$ cat config.mk
export PLATFORM = sky130hd
export DESIGN_NAME = adc_l2_wr_sched
export DESIGN_NICKNAME = d
export VERILOG_FILES = /design/src/rtl/adc_l2_sched_pkg.sv /design/src/rtl/adc_rr_arb.sv /design/src/rtl/adc_l2_wr_sched.sv
export SDC_FILE = /design/constraint.sdc
export NUM_CORES = 1
export LEC_CHECK = 0
export ABC_AREA = 1
export CORE_AREA = 4 4 340 342
export CTS_BUF_LIST = sky130_fd_sc_hd__clkbuf_4 sky130_fd_sc_hd__clkbuf_8 sky130_fd_sc_hd__clkbuf_16
export DETAILED_ROUTE_END_ITERATION = 8
export DIE_AREA = 0 0 344 346
export PLACE_DENSITY = 0.39
export SLEW_MARGIN = 25
export SYNTH_ARGS = -nofsm -noshare
export SYNTH_HDL_FRONTEND = slang
export SYNTH_SLANG_ARGS = --single-unit
$ cat constraint.sdc
create_clock -name clk_i -period 7.9 [get_ports clk_i]
set_clock_uncertainty 0.1 [all_clocks]
set_input_delay 1.58 -clock clk_i [delete_from_list [all_inputs] [get_ports clk_i]]
set_output_delay 1.58 -clock clk_i [all_outputs]
set_load 0.01 [all_outputs]
$ cat src/rtl/adc_l2_sched_pkg.sv
// adc_l2_sched_pkg
// Shared types and constants for the ADC-to-L2 write scheduler.
//   ch_state_e     : per-channel transfer state (IDLE / ACTIVE)
//   BYTES_PER_BEAT : bytes written to L2 per accepted sample word
package adc_l2_sched_pkg;

    typedef enum logic {
        IDLE   = 1'b0,
        ACTIVE = 1'b1
    } ch_state_e;

    localparam int BYTES_PER_BEAT = 4;

endpackage

$ cat src/rtl/adc_rr_arb.sv
// adc_rr_arb
// Round-robin arbiter. The search for a grant begins at the priority pointer;
// after a grant to channel k has been used, the pointer moves to k+1 (mod N).
// Ports:
//   clk_i, rstn_i : clock, asynchronous active-low reset
//   req_i         : request vector, one bit per channel
//   advance_i     : the current grant is being consumed this cycle
//   gnt_o         : one-hot grant (all zero when no request is pending)
module adc_rr_arb #(
    parameter int N = 8
) (
    input  logic         clk_i,
    input  logic         rstn_i,
    input  logic [N-1:0] req_i,
    input  logic         advance_i,
    output logic [N-1:0] gnt_o
);

    localparam int PW = (N > 1) ? $clog2(N) : 1;

    logic [PW-1:0] ptr_q;
    logic [PW-1:0] gnt_idx;
    logic [PW-1:0] cand;
    logic [PW-1:0] next_ptr;

    // Scan from the lowest priority offset to the highest so that the last
    // hit (offset 0 relative to the pointer) is the one that survives.
    always_comb begin
        gnt_o   = '0;
        gnt_idx = '0;
        cand    = '0;
        for (int i = N - 1; i >= 0; i--) begin
            cand = PW'((int'(ptr_q) + i) % N);
            if (req_i[cand]) begin
                gnt_o       = '0;
                gnt_o[cand] = 1'b1;
                gnt_idx     = cand;
            end
        end
    end

    assign next_ptr = (int'(gnt_idx) == N - 1) ? '0 : gnt_idx + 1'b1;

    always_ff @(posedge clk_i or negedge rstn_i) begin
        if (!rstn_i) begin
            ptr_q <= '0;
        end else if (advance_i && (|req_i)) begin
            ptr_q <= next_ptr;
        end
    end

endmodule

$ cat src/rtl/adc_l2_wr_sched.sv
// adc_l2_wr_sched
// Schedules sample words from N ADC channel streams into L2 memory through a
// single one-beat output register. Each channel owns an address/size window;
// a round-robin arbiter picks one valid ACTIVE channel per free output slot.
// Optional feature: define ADC_L2_SCHED_DROP_CNT_EN to get per-channel 8-bit
// saturating counters of samples discarded while the channel is IDLE.
// Ports:
//   clk_i, rstn_i        : clock, asynchronous active-low reset
//   cfg_rx_startaddr_i   : N x AW start byte address
//   cfg_rx_size_i        : N x TS transfer size in bytes
//   cfg_rx_continuous_i  : N reload-on-completion enables
//   cfg_rx_en_i          : N start pulses
//   cfg_rx_clr_i         : N abort pulses
//   cfg_rx_en_o          : N channel-active flags
//   cfg_rx_curr_addr_o   : N x AW next write address
//   cfg_rx_bytes_left_o  : N x TS bytes remaining
//   ch_done_evt_o        : N one-cycle transfer-complete pulses
//   drop_cnt_o           : N x 8 dropped-sample counts
//   ch_valid_i/ch_data_i : N sample streams
//   ch_ready_o           : N stream ready (combinational)
//   l2_req_o/l2_gnt_i    : L2 write handshake
//   l2_addr_o/l2_data_o  : L2 write address and data
module adc_l2_wr_sched
    import adc_l2_sched_pkg::*;
#(
    parameter int ADC_NUM_CHS    = 8,
    parameter int L2_AWIDTH_NOAL = 12,
    parameter int TRANS_SIZE     = 16,
    parameter int DATA_WIDTH     = 32
) (
    input  logic                                   clk_i,
    input  logic                                   rstn_i,
    input  logic [ADC_NUM_CHS*L2_AWIDTH_NOAL-1:0]  cfg_rx_startaddr_i,
    input  logic [ADC_NUM_CHS*TRANS_SIZE-1:0]      cfg_rx_size_i,
    input  logic [ADC_NUM_CHS-1:0]                 cfg_rx_continuous_i,
    input  logic [ADC_NUM_CHS-1:0]                 cfg_rx_en_i,
    input  logic [ADC_NUM_CHS-1:0]                 cfg_rx_clr_i,
    output logic [ADC_NUM_CHS-1:0]                 cfg_rx_en_o,
    output logic [ADC_NUM_CHS*L2_AWIDTH_NOAL-1:0]  cfg_rx_curr_addr_o,
    output logic [ADC_NUM_CHS*TRANS_SIZE-1:0]      cfg_rx_bytes_left_o,
    output logic [ADC_NUM_CHS-1:0]                 ch_done_evt_o,
    output logic [ADC_NUM_CHS*8-1:0]               drop_cnt_o,
    input  logic [ADC_NUM_CHS-1:0]                 ch_valid_i,
    input  logic [ADC_NUM_CHS*DATA_WIDTH-1:0]      ch_data_i,
    output logic [ADC_NUM_CHS-1:0]                 ch_ready_o,
    output logic                                   l2_req_o,
    input  logic                                   l2_gnt_i,
    output logic [L2_AWIDTH_NOAL-1:0]              l2_addr_o,
    output logic [DATA_WIDTH-1:0]                  l2_data_o
);

    localparam int N  = ADC_NUM_CHS;
    localparam int AW = L2_AWIDTH_NOAL;
    localparam int TS = TRANS_SIZE;
    localparam int DW = DATA_WIDTH;
    localparam logic [AW-1:0] ADDR_STEP = AW'(BYTES_PER_BEAT);
    localparam logic [TS-1:0] SIZE_STEP = TS'(BYTES_PER_BEAT);

    ch_state_e      state_q [N];
    logic [AW-1:0]  addr_q  [N];
    logic [TS-1:0]  left_q  [N];
    logic [N-1:0]   done_q;

    logic [AW-1:0]  start_aligned [N];
    logic [TS-1:0]  size_aligned  [N];
    logic [N-1:0]   active;
    logic [N-1:0]   en_accept;
    logic [N-1:0]   arb_req;
    logic [N-1:0]   arb_gnt;
    logic [N-1:0]   take;
    logic           load_en;
    logic           grant_any;
    logic [AW-1:0]  sel_addr;
    logic [DW-1:0]  sel_data;
    logic           unused_low_bits;

    // Addresses and sizes are word aligned; the two low bits are ignored.
    always_comb begin
        active          = '0;
        en_accept       = '0;
        start_aligned   = '{default: '0};
        size_aligned    = '{default: '0};
        unused_low_bits = 1'b0;
        for (int i = 0; i < N; i++) begin
            active[i]        = (state_q[i] == ACTIVE);
            start_aligned[i] = {cfg_rx_startaddr_i[i*AW+2 +: AW-2], 2'b00};
            size_aligned[i]  = {cfg_rx_size_i[i*TS+2 +: TS-2], 2'b00};
            en_accept[i]     = !active[i] && cfg_rx_en_i[i] && !cfg_rx_clr_i[i]
                               && (size_aligned[i] != '0);
            unused_low_bits  = unused_low_bits
                               ^ (^cfg_rx_startaddr_i[i*AW +: 2])
                               ^ (^cfg_rx_size_i[i*TS +: 2]);
        end
    end

    // A channel being cleared does not compete, so an abort never races
    // with a beat update of the same channel.
    assign arb_req   = ch_valid_i & active & ~cfg_rx_clr_i;
    assign grant_any = |arb_req;
    assign load_en   = !l2_req_o || l2_gnt_i;
    assign take      = arb_gnt & {N{load_en}};
    assign ch_ready_o = ~active | take;

    adc_rr_arb #(
        .N (N)
    ) i_arb (
        .clk_i     (clk_i),
        .rstn_i    (rstn_i),
        .req_i     (arb_req),
        .advance_i (load_en),
        .gnt_o     (arb_gnt)
    );

    always_comb begin
        sel_addr = '0;
        sel_data = '0;
        for (int i = 0; i < N; i++) begin
            if (arb_gnt[i]) begin
                sel_addr = addr_q[i];
                sel_data = ch_data_i[i*DW +: DW];
            end
        end
    end

    // Output register: holds its beat until granted; refills in the same
    // cycle as the grant so one beat per cycle is sustained.
    always_ff @(posedge clk_i or negedge rstn_i) begin
        if (!rstn_i) begin
            l2_req_o  <= 1'b0;
            l2_addr_o <= '0;
            l2_data_o <= '0;
        end else if (load_en) begin
            l2_req_o <= grant_any;
            if (grant_any) begin
                l2_addr_o <= sel_addr;
                l2_data_o <= sel_data;
            end
        end
    end

    // Per-channel window tracking. A continuous reload with a configured
    // size below one beat falls back to IDLE instead of underflowing.
    always_ff @(posedge clk_i or negedge rstn_i) begin
        if (!rstn_i) begin
            done_q <= '0;
            for (int i = 0; i < N; i++) begin
                state_q[i] <= IDLE;
                addr_q[i]  <= '0;
                left_q[i]  <= '0;
            end
        end else begin
            for (int i = 0; i < N; i++) begin
                done_q[i] <= 1'b0;
                if (cfg_rx_clr_i[i]) begin
                    state_q[i] <= IDLE;
                    left_q[i]  <= '0;
                end else if (en_accept[i]) begin
                    state_q[i] <= ACTIVE;
                    addr_q[i]  <= start_aligned[i];
                    left_q[i]  <= size_aligned[i];
                end else if (take[i]) begin
                    if (left_q[i] == SIZE_STEP) begin
                        done_q[i] <= 1'b1;
                        if (cfg_rx_continuous_i[i] && (size_aligned[i] != '0)) begin
                            addr_q[i] <= start_aligned[i];
                            left_q[i] <= size_aligned[i];
                        end else begin
                            state_q[i] <= IDLE;
                            addr_q[i]  <= addr_q[i] + ADDR_STEP;
                            left_q[i]  <= '0;
                        end
                    end else begin
                        addr_q[i] <= addr_q[i] + ADDR_STEP;
                        left_q[i] <= left_q[i] - SIZE_STEP;
                    end
                end
            end
        end
    end

    always_comb begin
        cfg_rx_curr_addr_o  = '0;
        cfg_rx_bytes_left_o = '0;
        for (int i = 0; i < N; i++) begin
            cfg_rx_curr_addr_o[i*AW +: AW]  = addr_q[i];
            cfg_rx_bytes_left_o[i*TS +: TS] = left_q[i];
        end
    end

    assign cfg_rx_en_o   = active;
    assign ch_done_evt_o = done_q;

`ifdef ADC_L2_SCHED_DROP_CNT_EN
    logic [7:0] drop_q [N];

    // Accepting a new transfer restarts the count for that channel.
    always_ff @(posedge clk_i or negedge rstn_i) begin
        if (!rstn_i) begin
            for (int i = 0; i < N; i++) begin
                drop_q[i] <= '0;
            end
        end else begin
            for (int i = 0; i < N; i++) begin
                if (en_accept[i]) begin
                    drop_q[i] <= '0;
                end else if (!active[i] && ch_valid_i[i] && (drop_q[i] != 8'hFF)) begin
                    drop_q[i] <= drop_q[i] + 8'd1;
                end
            end
        end
    end

    always_comb begin
        drop_cnt_o = '0;
        for (int i = 0; i < N; i++) begin
            drop_cnt_o[i*8 +: 8] = drop_q[i];
        end
    end
`else
    assign drop_cnt_o = '0;
`endif

endmodule

==> flow_metrics.tcl, run 1 <==
# place-and-route summary
set metrics [dict create \
    outcome "complete, no violations" \
    die_w_um 344 \
    cts_tree "yes" \
    rows 123 \
    clkSinkCount 255 \
    drt_first_pass_iters 5 \
    dp_slack_ps 955 \
    cts_resized 0 \
    finalHoldViolCount 0 \
    finalClockPeriodUsage_pct 93.9 \
    finish.instance_area_mm2 0.0323 \
    async_reset_ff_share_pct 100 \
    worst-path-max-fanout 16 \
    grt_max_degree 108 \
    required_ps 6220 \
    avgSynthCellArea_um2 6.33 \
    drtAntennaViolNets 0 \
    fillCellCount 12600 \
    cp_slowest_cell "ha_1" \
    yosys.stat.seqShare_pct 28.2 \
    grt_pass1_vias 25300 \
    criticalPathCategory "reg2out" \
    netlist_area_mm2 0.0226 \
    port-buffer-count 743 \
    drt_iter0_drc 1324 \
    cts_buffer_depth 3 \
    drv_cap 0 \
    die_y_um 346 \
    floorplan.core_util_pct 20.1 \
    setup_ws_ps 479 \
    worstPathArrival_ps 5740 \
    detail_route.drc_violations 0 \
    place_congestion 0.879 \
    yosysMostFrequentCell "nand2_1" \
    wl_per_cell_um 21.4 \
    cts-buffers-inserted 41 \
    common_cells "nand2_1 (1,086), inv_1 (401), nor2_1 (313)" \
    clock-root-buffer "clkbuf_16" \
    ys_warn_count 0 \
    post-cts-setup-buffers 0 \
    fin_crit_ps 7420 \
    timing.fmax_mhz 135 \
    yosysUniqueCellTypes 54 \
    syn_inst 3577 \
    top_cell_area_share_pct 28.2 \
    area_growth_syn_to_layout_pct 42.7 \
    clk_pin_slew_ps 60 \
    cts.hold.buffers_added 0 \
    chipArea_mm2 0.119 \
    drv_slew 0 \
    grt_pass1_wl_mm 178 \
    grt_overflow 0 \
    flop_cell "dfrtp_1" \
    cp_cell_sequence "clkinv_1 -> ha_1 -> clkinv_1 -> buf_4 -> nand3_1 -> nand3_2 -> nand2_2 -> inv_2 -> o21ai_1 -> a21oi_1 -> o21ai_1 -> o211ai_1 -> nand2_1 -> nand2_1 -> nand2_4 -> inv_4 -> nand2_8 -> nand2_1 -> clkdlybuf4s50_1" \
    ios 872 \
    slowest_delay_ps 890 \
    grt_setup_unrepaired "no" \
    crit_top_cell "nand2_1" \
]
[run 1: logic make-up after synthesis]
group           count (synthesis)  synth area share (%)
flops                         255                  28.2
compound gates                572                  14.4
buf+inv                       697                  14.7
simple gates                 1898                  36.1
mux                            11                 0.498
xor+xnor                      111                  4.30
fa+ha+maj                      32                  1.77
other cells                     1                0.0166
[run 1: area by class of cell]
type / count / area, µm² / area share (%)
sequential: 255 / 6380 / 19.8
multi-input combinational: 2720 / 13300 / 41.2
timing repair buffer: 768 / 7640 / 23.7
antenna: 14 / 35.0 / 0.108
tap: 1500 / 1880 / 5.81
clock inverter: 11 / 70.1 / 0.217
inverter: 465 / 1750 / 5.43
clock buffer: 60 / 1240 / 3.83
[run 1: layer usage]
metal / vias to the layer above / wire length [µm]
li1: 12700 / -
met1: 11900 / 50300
met2: 726 / 62100
met3: 132 / 8010
met4: 12 / 3410
met5: - / 76
[run 1: worst max-delay path: cells and delay by family (launching register included)]
family                     cells  cell delay [ps]
buffers and inverters          6             2090
and+or+nand+nor                8             1060
adders and majority gates      1              890
DFF                            1              640
AOI/OAI and AO/OA              4              440
[run 1: metrics by stage]
step	hold WS, ps	utilization, %
final	374	28.7
after global routing	387	28.7
after global placement	362	27.5
after CTS	379	28.7
after detailed placement	364	27.5
after floorplan	415	-
[run 1: placed cells by master (no fill, tap or decap), drive strengths merged]
cell type,n
or2,35
nand2,1120
nand4,33
buf,26
o211ai,35
clkbuf,60
nand3,273
inv,434
o22ai,42
dfrtp,255
nor3b,8
nor4,35
ha,32
a31oi,42
nand3b,1
a221oi,1
a21oi,125
a211oi,2
conb,96
xor2,92
a22oi,10
clkdlybuf4s50,742
nor3,75
o221ai,2
o311ai,1
and3,1
diode,14
mux2i,9
o41ai,1
clkinv,42
nor2,317
o31ai,7
a32o,5
o21ai,280
xnor2,19
mux2,2
o21a,1
a32oi,18
[run 1: flip-flops by register name, indices dropped and copies added (netlist names)]
signal and count:
cfg_rx_bytes_left_o 112, l2_addr_o 11, cfg_rx_en_o 8, l2_req_o 1
cfg_rx_curr_addr_o 80, l2_data_o 32, i_arb.ptr_q 3, ch_done_evt_o 8
[run 1: final timing paths]
path                           startpoint  slack (ps)  depth (start not counted)                 endpoint
hold / removal              l2_data_o[26]         370                          2            l2_data_o[26]
max in group asynchronous          rstn_i        5290                          2  cfg_rx_bytes_left_o[59]
min in group asynchronous          rstn_i         960                          1  cfg_rx_bytes_left_o[23]
setup / recovery           i_arb.ptr_q[1]         480                         19            ch_ready_o[6]
setup reg to reg           i_arb.ptr_q[1]        1610                         25            l2_data_o[13]
hold reg to reg             l2_data_o[26]         370                          2            l2_data_o[26]
Run 1, signal wires by layer:
Scale: 1 px per µm. Two of the layers only.
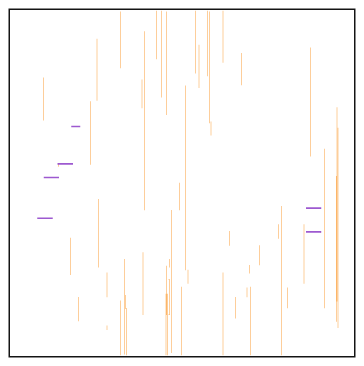
orange -> M4  # wire length 3,410 µm
purple -> M5  # wire length 76.4 µm
final wirelength: 124 mm
Vias: 25,600
Total Routing Usage GR: 19.9%

Run 1, M1 wires:
Scale: 1 px per µm. Supply wires on this layer in gray.
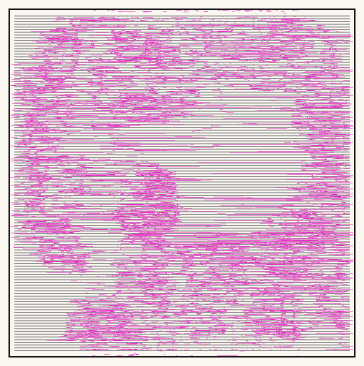
main direction = horizontal
longest straight run = 113 µm
nets with wire on the layer = 4,284
wire length on this layer = 50.3 mm
share of all routed wire = 41%
met1 GRT Util: 23.6%

Run 1, close-up of the layout:
Region (157, 227) to (187, 257) µm. Cells in gray, sequential cells in the stronger gray; small squares are vias.
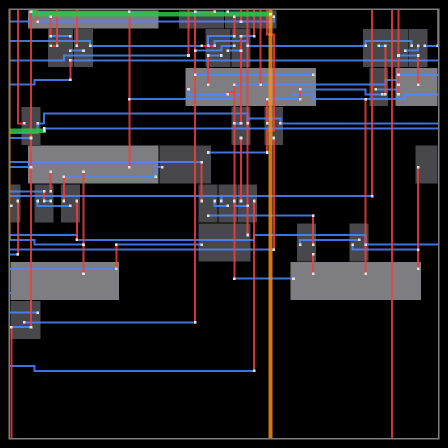
green -> M3
blue -> M1
red -> M2
orange -> M4
netlist names of flops here include = l2_addr_o (3), cfg_rx_curr_addr_o (1)
sequential cells in the window = 4
cells with their middle in the window = 25
most frequent = nand2_1 (13), dfrtp_1 (4)

Run 1, routing congestion map:
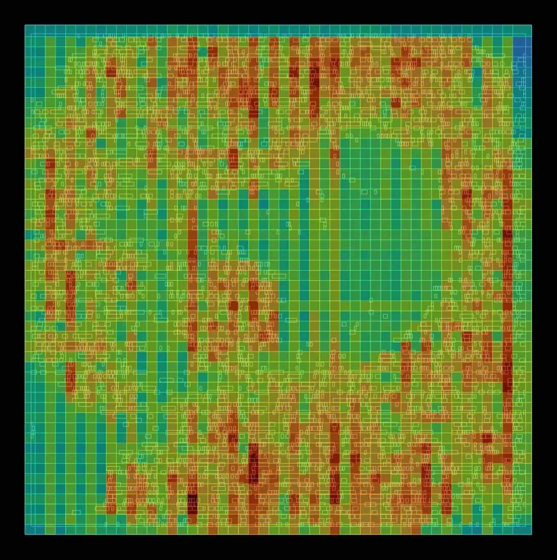
met3 capacity usage during global routing: 4.59%
Util after Layout: 28.7%
global route hottest layer: met2
met2 usage: 35.6%

## Run 2: what changed since run 1
--- a/config.mk
+++ b/config.mk
@@ -8,7 +8,9 @@
 export ABC_AREA = 1
-export CORE_AREA = 4 4 340 342
+export CORE_AREA = 4 4 336 338
 export CTS_BUF_LIST = sky130_fd_sc_hd__clkbuf_4 sky130_fd_sc_hd__clkbuf_8 sky130_fd_sc_hd__clkbuf_16
 export DETAILED_ROUTE_END_ITERATION = 8
-export DIE_AREA = 0 0 344 346
-export PLACE_DENSITY = 0.39
+export DIE_AREA = 0 0 340 342
+export DONT_BUFFER_PORTS = 1
+export PLACE_DENSITY = 0.3
+export REMOVE_ABC_BUFFERS = 1
 export SLEW_MARGIN = 25
--- a/constraint.sdc
+++ b/constraint.sdc
@@ -4,2 +4,2 @@
 set_output_delay 1.58 -clock clk_i [all_outputs]
-set_load 0.01 [all_outputs]
+set_load 0.02 [all_outputs]
==> run 2 against run 1 <==
  * Worst setup slack better by 530 ps
  * Area after synthesis did not move
  * Sequential cell count did not move
  * Non-clock buffer count down 750
  * Cell area down 23%
  * Register-to-register slack gained 170 ps
  * Final cell count fell by 13%
  * Wire length fell by 5.3%
  * Fmax up 7.6%
  * First-iteration DRC count shrank 0.91%
  * Die area decreased by 2.3%
==> flow_metrics.tcl, run 2 <==
# place-and-route summary
set metrics [dict create \
    yosysUniqueCellTypes 54 \
    drt_first_pass_iters 7 \
    cts_buffer_depth 3 \
    grt_overflow 0 \
    ios 872 \
    reg2reg_slack_ps 1780 \
    area_growth_syn_to_layout_pct 10.1 \
    clkSinkCount 255 \
    layout_top_cell "nand2_1" \
    grt_usage_pct 19.3 \
    yosysMostFrequentCell "nand2_1" \
    avgSynthCellArea_um2 6.33 \
    rows 122 \
    flop_cell "dfrtp_1" \
    yosys.stat.seqShare_pct 28.2 \
    finalClockPeriodUsage_pct 87.3 \
    largest_reg_flops 112 \
    post-cts-setup-buffers 0 \
    port-buffer-count 0 \
    fin_util_pct 22.6 \
    r2r-end "l2_addr_o[8]" \
    final-comb-area_mm2 0.0133 \
    cts_resized 0 \
    ys_warn_count 0 \
    routed-via-count 22800 \
    worstSetupStartpoint "i_arb.ptr_q[1]" \
    dp_slack_ps 1500 \
    clk_pin_slew_ps 50 \
    whs_path_depth 2 \
    required_ps 6220 \
    cts.hold.buffers_added 0 \
    place_congestion 0.873 \
    ys_cells 3577 \
    top_cell_area_share_pct 28.2 \
    drt_iter0_drc 1312 \
    timing.slew.headroom_pct 33.1 \
    finalHoldViolCount 0 \
    chipArea_mm2 0.116 \
    worst-path-max-fanout 20 \
    die_w_um 340 \
    hold_ws_ps 535 \
    timing.fmax_mhz 145 \
    netlist_area_mm2 0.0226 \
    detail_route.drc_violations 0 \
    outcome "complete, no violations" \
    floorplan.core_util_pct 20.6 \
    holdPathEnd "l2_data_o[15]" \
    die_y_um 342 \
    grt_pass1_wl_mm 168 \
    cts-buffers-inserted 42 \
    grt_setup_unrepaired "no" \
    async_reset_ff_share_pct 100 \
    grt_max_degree 256 \
    fin_crit_ps 6890 \
    worstSetupStartpointType "flop" \
    common_cells "nand2_1 (1,086), inv_1 (401), nor2_1 (313)" \
    routed_wl_mm 117 \
    grt_pass1_vias 22600 \
    criticalPathCategory "reg2out" \
    r2r-start "i_arb.ptr_q[1]" \
    hold_path_startpoint "l2_data_o[15]" \
    cts_tree "yes" \
    clock-root-buffer "clkbuf_16" \
    drv_cap 0 \
    fillCellCount 12800 \
    drv_slew 0 \
    r2r_cells 22 \
    setup_ws_ps 1010 \
    drtAntennaViolNets 0 \
    most-common-layout-cells "nand2_1 (1,083), inv_1 (400), nor2_1 (311)" \
]
## run 2: netlist changes by cell type in the layout (fill, tap and decap cells not counted), sizes merged
cell,change
buf,-8
bufinv,+3
clkbuf,+3
clkdlybuf4s50,-742
clkinv,-7
clkinvlp,+2
diode,+3
## run 2: metal layers
metal / vias up / GRT usage (%) / share of wire [%]
li1: 11200 / - / -
met1: 10700 / 23.6 / 42
met2: 653 / 33.4 / 49
met3: 111 / 5.46 / 7.2
met4: 12 / 5.00 / 2.1
met5: - / 0 / 0.069
## run 2: final cells by class
cell class	instances	area share (%)
clock inverter	9	0.592
tap	1488	7.47
multi-input combinational	2720	53.4
clock buffer	63	5.22
sequential	255	25.6
inverter	465	7.04
timing repair buffer	18	0.542
antenna	17	0.171
## run 2: critical path, cell delays in order, from the launching register on
cell      delay (ps)
dfrtp_1          620
clkinv_1         450
ha_1             820
clkinv_1         660
nand3_1          320
nand3_1          170
nand2_2          350
inv_1            190
or2_1            260
nand3_2          100
nand2_4          210
nand2_2          260
nand2_1          200
## run 2: worst max-delay path by stage
stage	endpoint	slack [ps]
after floorplan	ch_ready_o[4]	2160
after global placement	ch_ready_o[3]	1370
after detailed placement	l2_addr_o[8]	1500
after CTS	ch_ready_o[3]	840
after global routing	ch_ready_o[3]	480
final	ch_ready_o[3]	1010
## run 2: cells by family after synthesis
| logic type | Yosys count | share of synthesized area (%) |
|---|---|---|
| buffers and inverters | 697 | 14.7 |
| other | 1 | 0.0166 |
| DFF | 255 | 28.2 |
| muxes | 11 | 0.498 |
| and+or+nand+nor | 1898 | 36.1 |
| adders and majority gates | 32 | 1.77 |
| AOI/OAI and AO/OA | 572 | 14.4 |
| xor gates and xnor gates | 111 | 4.30 |
Run 2, signal wires by layer:
Scale: 1 px per µm. Two of the layers only.
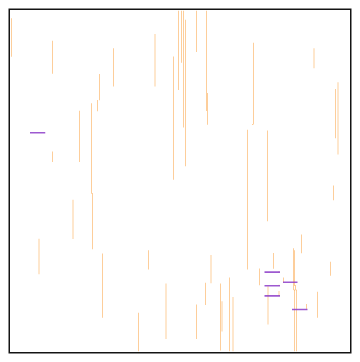
purple -> M5  # wire length 81.9 µm
orange -> M4  # wire length 2,470 µm

Run 2, routing congestion map:
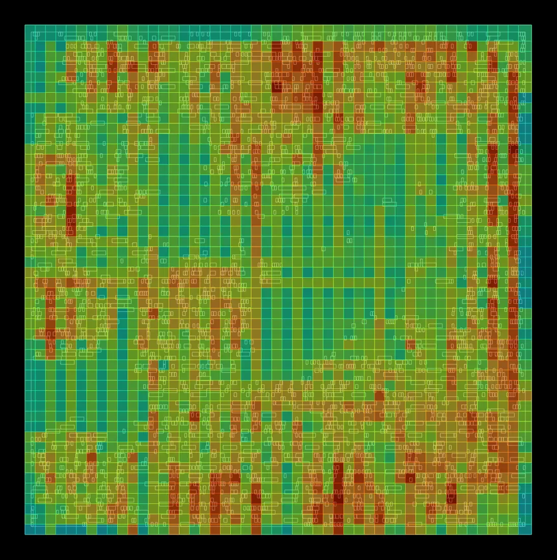
per-cell routed wire length: 23.3 µm
met3 capacity usage during global routing: 5.46%

## Run 3: what changed since run 2
- CTS_CLUSTER_SIZE: not set -> 10
==> run 3 against run 2 <==
  * Global-route usage hardly changed
  * Critical path depth did not move
  * Fmax hardly changed
  * Sequential share of layout area about the same
  * Worst setup slack better by 5.0 ps
  * Wire length is essentially flat
  * Sequential cell count stayed put
  * Utilization hardly changed
  * Non-clock buffer count did not move
  * Critical endpoint unchanged
  * Largest cell class unchanged
  * Highest routed layer unchanged
==> flow_metrics.tcl, run 3 <==
# place-and-route summary
set metrics [dict create \
    outcome "complete, no violations" \
    worst_pin_slew_ps 997 \
    dpl_cell_area_mm2 0.0234 \
    grt_usage_pct 19.3 \
    routed_wl_mm 117 \
    crit_cells 12 \
    r2r-end "l2_addr_o[8]" \
    nNetsFinal 4048 \
    post-cts-setup-buffers 0 \
    htree_levels 2 \
    top_cell_area_share_pct 28.2 \
    clkSinkCount 255 \
    core_mm2 0.110 \
    grt_pass1_vias 22500 \
    common_cells "nand2_1 (1,086), inv_1 (401), nor2_1 (313)" \
    routed-via-count 22700 \
    crit_buf_inv 3 \
    cts_buffer_depth 3 \
    chipArea_mm2 0.116 \
    via_per_inst 4.52 \
    synth_top_cell_by_area "dfrtp_1" \
    detail_route.drc_violations 0 \
    cp_top_family "simple AND/OR/NAND/NOR gates" \
    flop_cell "dfrtp_1" \
    yosys.stat.seqShare_pct 28.2 \
    tns_ps 0 \
    grt_setup_unrepaired "no" \
    criticalPathCategory "reg2out" \
    drive_above_1_share_pct 5.87 \
    timing.slew.headroom_pct 33.3 \
    worstSetupStartpoint "i_arb.ptr_q[1]" \
    end_kind "output pin" \
    netlist_area_mm2 0.0226 \
    yosysMostFrequentCell "nand2_1" \
    endpoint "ch_ready_o[3]" \
    cts_resized 0 \
    grt_max_degree 256 \
    hold_path.class "reg2reg" \
    finalHoldViolCount 0 \
    drv_cap 0 \
    floorplan.core_util_pct 20.6 \
    r2r_cells 22 \
    layout_top_cell "nand2_1" \
    ys_warn_count 0 \
    port-buffer-count 0 \
    syn_inst 3577 \
    clk_pin_slew_ps 60 \
    finalClockPeriodUsage_pct 87.2 \
    finish.instance_area_mm2 0.0249 \
    drtAntennaViolNets 0 \
    place_congestion 0.873 \
    worstSetupStartpointType "flop" \
    worstPathArrival_ps 5210 \
    die_w_um 340 \
    area_growth_syn_to_layout_pct 10.1 \
    cp_cell_sequence "clkinv_1 -> ha_1 -> clkinv_1 -> nand3_1 -> nand3_1 -> nand2_2 -> inv_1 -> or2_1 -> nand3_2 -> nand2_4 -> nand2_2 -> nand2_1" \
    cts_tree "yes" \
    grt_pass1_wl_mm 168 \
    drt_first_pass_iters 6 \
    drv_slew 0 \
    avgSynthCellArea_um2 6.33 \
    wl_per_cell_um 23.3 \
    largest_reg_flops 112 \
    grt_overflow 0 \
    antenna_found_initial 24 \
    setup_violations 0 \
    cts-buffers-inserted 41 \
    synth.area.top_cells "dfrtp_1 (28%), nand2_1 (18%), inv_1 (6.7%)" \
    reg2reg_slack_ps 1780 \
    rows 122 \
    ys_seq_elements 255 \
    die_y_um 342 \
    edf_count 0 \
    r2r-start "i_arb.ptr_q[1]" \
    async_reset_ff_share_pct 100 \
    dp_hpwl_mm 90.9 \
    worst-path-max-fanout 20 \
    slowest_delay_ps 810 \
    ios 872 \
    yosysChipArea_mm2 0.0226 \
    yosysUniqueCellTypes 54 \
    ys_cells 3577 \
    drt_iter0_drc 1369 \
    timing.fmax_mhz 145 \
    cp_slowest_cell "ha_1" \
    clock_latency_ps 600 \
    required_ps 6220 \
    warning_count 72 \
    cts.hold.buffers_added 0 \
    clock-root-buffer "clkbuf_16" \
    most-common-layout-cells "nand2_1 (1,083), inv_1 (400), nor2_1 (311)" \
    fin_crit_ps 6890 \
]
run 3: per-layer routing:
| layer | wire length, µm | up-vias | GRT usage, % | part of all wire [%] |
|---|---|---|---|---|
| met3 | 8740 | 112 | 5.79 | 7.4 |
| li1 | - | 11200 | - | - |
| met5 | 91 | - | 0 | 0.078 |
| met2 | 57700 | 670 | 33.6 | 49 |
| met1 | 48700 | 10700 | 23.5 | 41 |
| met4 | 2140 | 14 | 4.28 | 1.8 |
run 3: how the worst min path moves through the flow:
| stage | startpoint | endpoint | slack [ps] | depth (start not counted) |
|---|---|---|---|---|
| after floorplan | l2_data_o[0] | l2_data_o[0] | 490 | 2 |
| final | l2_data_o[15] | l2_data_o[15] | 540 | 2 |
| after global routing | rstn_i | l2_data_o[15] | 540 | 0 |
| after CTS | rstn_i | l2_data_o[15] | 520 | 0 |
| after detailed placement | l2_data_o[15] | l2_data_o[15] | 530 | 2 |
| after global placement | l2_data_o[15] | l2_data_o[15] | 530 | 2 |
run 3: kinds of logic (layout without fill, tap and decap cells):
family / after synthesis / in the layout / share of synthesized area [%]
compound gates: 572 / 572 / 14.4
xor+xnor: 111 / 111 / 4.30
fa+ha+maj: 32 / 32 / 1.77
buf+inv: 697 / 554 / 14.7
flops: 255 / 255 / 28.2
mux: 11 / 11 / 0.498
other cells: 1 / 110 / 0.0166
simple gates: 1898 / 1898 / 36.1
run 3: per-stage QoR:
step / setup WS, ps / utilization (%) / hold WS [ps] / std cells
finish: 1010 / 22.6 / 542 / 5031
CTS: 832 / 22.6 / 524 / 5017
detailed placement: 1500 / 21.3 / 526 / 4946
floorplan: 2160 / - / 491 / 3440
global placement: 1370 / 21.3 / 528 / 4946
global route: 474 / 22.6 / 542 / 5025
run 3: worst reg2reg max path, stage by stage (launching register included):
cell and delay (ps):
dfrtp_1 620, clkinv_1 450, ha_1 810, clkinv_1 650
nand3_1 330, nand3_2 100, nand2_2 250, a21oi_1 80
a21oi_1 190, o21ai_1 80, nand3_1 110, nand2_2 80
nand2_4 70, buf_4 540, nand2_4 600, nand2_1 320
inv_2 40, nand2_1 230, nand2_1 110, nand2_1 80
nand2_1 50, nand2_1 90, nand2_1 50
run 3: area by class of cell:
type,instances,area (µm²)
Fill cell,12800,85100
Multi-Input combinational cell,2720,13300
Sequential cell,255,6380
Tap cell,1488,1860
Inverter,465,1760
Clock buffer,62,1280
Clock inverter,9,171
Timing Repair Buffer,18,135
Antenna cell,14,35.0
Run 3, close-up of the layout:
Region (155, 224) to (185, 254) µm. Cells in gray, sequential cells in the stronger gray; small squares are vias.
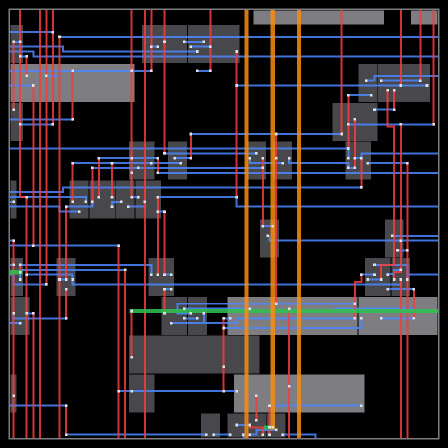
green -> M3
red -> M2
blue -> M1
orange -> M4
cells with their middle in the window = 36
netlist names of flops here include = cfg_rx_curr_addr_o (3), l2_addr_o (1)
sequential cells in the window = 4
most frequent = nand2_1 (11), inv_1 (6), dfrtp_1 (4)

Run 3, logic cells by family:
Scale: 1.5 px per µm.
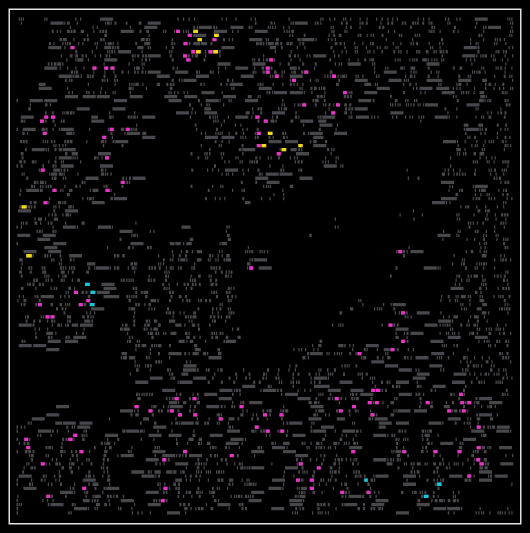
yellow -> mux cells  # cells 11
cyan -> non-inverting ao/oa cells  # cells 6
magenta -> xor and xnor cells  # cells 111, where widely spread

